wire_density.png
Scale: 6 px per µm. 19 x 11 tiles, from dark purple (low) to yellow (high), scaled to the fullest tile. Values are wire area over tile area, all layers added.
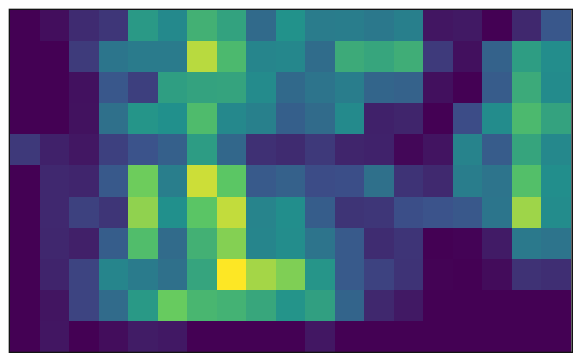
final_clocks.png
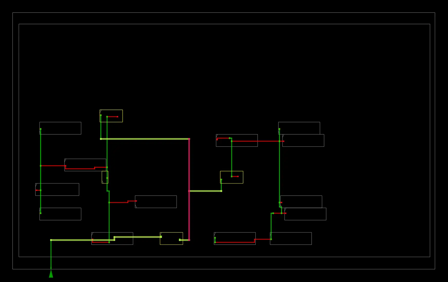
drive_strength.png
Scale: 4 px per µm.
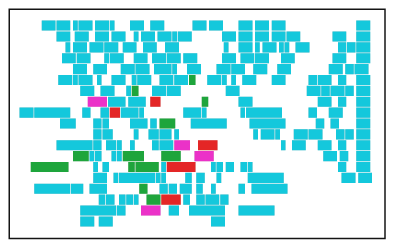
met3.png
Scale: 6 px per µm.
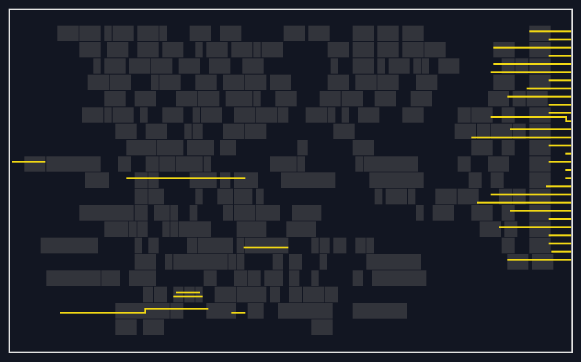
cell_classes.png
Scale: 6 px per µm.
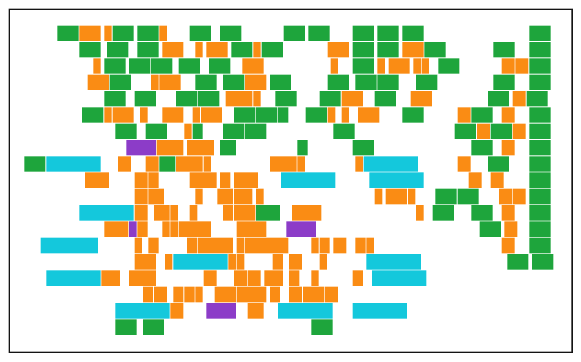
==> config.mk <==
export PLATFORM = sky130hd
export DESIGN_NAME = ram_arbiter
export DESIGN_NICKNAME = d
export VERILOG_FILES = /design/src/rtl/ram_arbiter.sv
export SDC_FILE = /design/constraint.sdc
export NUM_CORES = 1
export LEC_CHECK = 0
export CAP_MARGIN = 20
export CORE_ASPECT_RATIO = 0.6
export CORE_UTILIZATION = 25
export DETAILED_ROUTE_END_ITERATION = 10
export GPL_TIMING_DRIVEN = 0
export PLACE_DENSITY_LB_ADDON = 0.15
export SYNTH_ARGS = -nofsm -noshare
export SYNTH_HDL_FRONTEND = slang
export SYNTH_SLANG_ARGS = --single-unit
==> constraint.sdc <==
create_clock -name clk -period 6.3 [get_ports clk]
set_clock_uncertainty 0.2 [all_clocks]
set_input_delay 0.945 -clock clk [delete_from_list [all_inputs] [get_ports clk]]
set_output_delay 0.945 -clock clk [all_outputs]
set_load 0.02 [all_outputs]
==> flow.log <==
[flow] summary of implementation run
INFO  metric place.gp.congestion = 0.770
INFO  metric setup_repair_after_global_routing_missed_its_margin = false
INFO  metric crit_path_start_kind = input pin
INFO  metric setup.worst_path.class = in -> out
INFO  metric num-multi-input-gates = 119
INFO  metric clkSinkCount = 13
INFO  metric met2RoutedLength = 1750 µm
INFO  metric layout-drive-gt1-share = 8.94%
INFO  metric number_of_endpoints_failing_setup_at_the_final_stage = 0
INFO  metric synthesis.nets = 200
INFO  metric cts_h_tree_depth = 1
INFO  metric comb-cell-share = 38.5%
INFO  metric run_status = finished clean
INFO  metric reported_net_switching_power = roughly 0.00037 W
INFO  metric ff_latch_area = 327 µm²
INFO  metric io-pin-count = ~86
INFO  metric grt_overflow_total = 0
INFO  metric achievable-frequency = 0.238 GHz
INFO  metric r2r_setup_slack = 4.00 ns
INFO  metric post_synth_instance_area = 1260 µm²
INFO  metric pwr_density_cell = 360 nW/µm²
INFO  metric layout_top_cell = clkdlybuf4s50_1
INFO  metric largest_register_ffs = 8
INFO  metric synth-async-reset-ratio = 100%
## Picture notes: wire_density.png
The densest ninth of the die: top middle. 18% of the tiles are nearly empty. 21% of the tiles are over half the peak. The emptiest ninth of the die: bottom right. The mean over all tiles is 0.12.
global-route total usage across every layer: 15.2%
routed len/inst: 13.8 µm
vias after detailed routing: 1,311

## Picture notes: final_clocks.png
clock insertion delay at the later pin of the skew report: 0.25 ns
CTS Buf Count: 3
clock network power: 0.0000776 W

## Picture notes: drive_strength.png
Key: drive 2 = green [cells 12, most used buf_2]; drive 1 or less = cyan [cells 214, most used clkdlybuf4s50_1]; drive 6 and up = magenta [cells 4, most used clkbuf_8]; drive 3 to 4 = red [cells 5, most used buf_4]
Worst Slack Setup Final: 2.11 ns
cell area after layout: 2220 µm²
Buffers excl. clock: 90
synthesis-to-finish area growth: 76.7%

## Picture notes: met3.png
34 nets have wire on it. The layer carries 274 µm of wire. The wires run mostly horizontal. The longest straight run is 19.5 µm.
M3 GR Usage: 3.87%
WL final: 4120 µm

## Picture notes: cell_classes.png
Key: flip-flops = cyan [cells 13, share of their area 15%]; clock drivers and dummy loads = purple [cells 4, share of their area 2.1%]; all other logic = orange [cells 128, share of their area 42%]; other buffers and delay cells = green [cells 90, share of their area 41%]
Seq area share: 14.7%
area of the core region: 4710 µm²
Rows: 19
Core Util, Final: 47.2%

==> cell families after synthesis <==
group,after synthesis,share of synthesized area [%]
simple gates,62,26.0
compound gates,27,16.1
mux,23,18.9
buf+inv,15,6.07
flops,13,26.0
fa+ha+maj,7,6.96
==> stage by stage <==
stage / std cells / hold slack (ns) / utilization (%) / setup WS [ns] / power (W)
2_1_floorplan: 147 / 0.259 / - / 3.17 / 0.000507
3_3_place_gp: 294 / 0.283 / 46.3 / 2.06 / 0.000723
3_5_place_dp: 294 / 0.297 / 46.3 / 2.10 / 0.000722
4_1_cts: 298 / 0.307 / 47.2 / 2.10 / 0.000805
5_1_grt: 298 / 0.326 / 47.2 / 1.99 / 0.000853
6_report: 298 / 0.299 / 47.2 / 2.11 / 0.000800
Power and IR drop assume default switching activity.
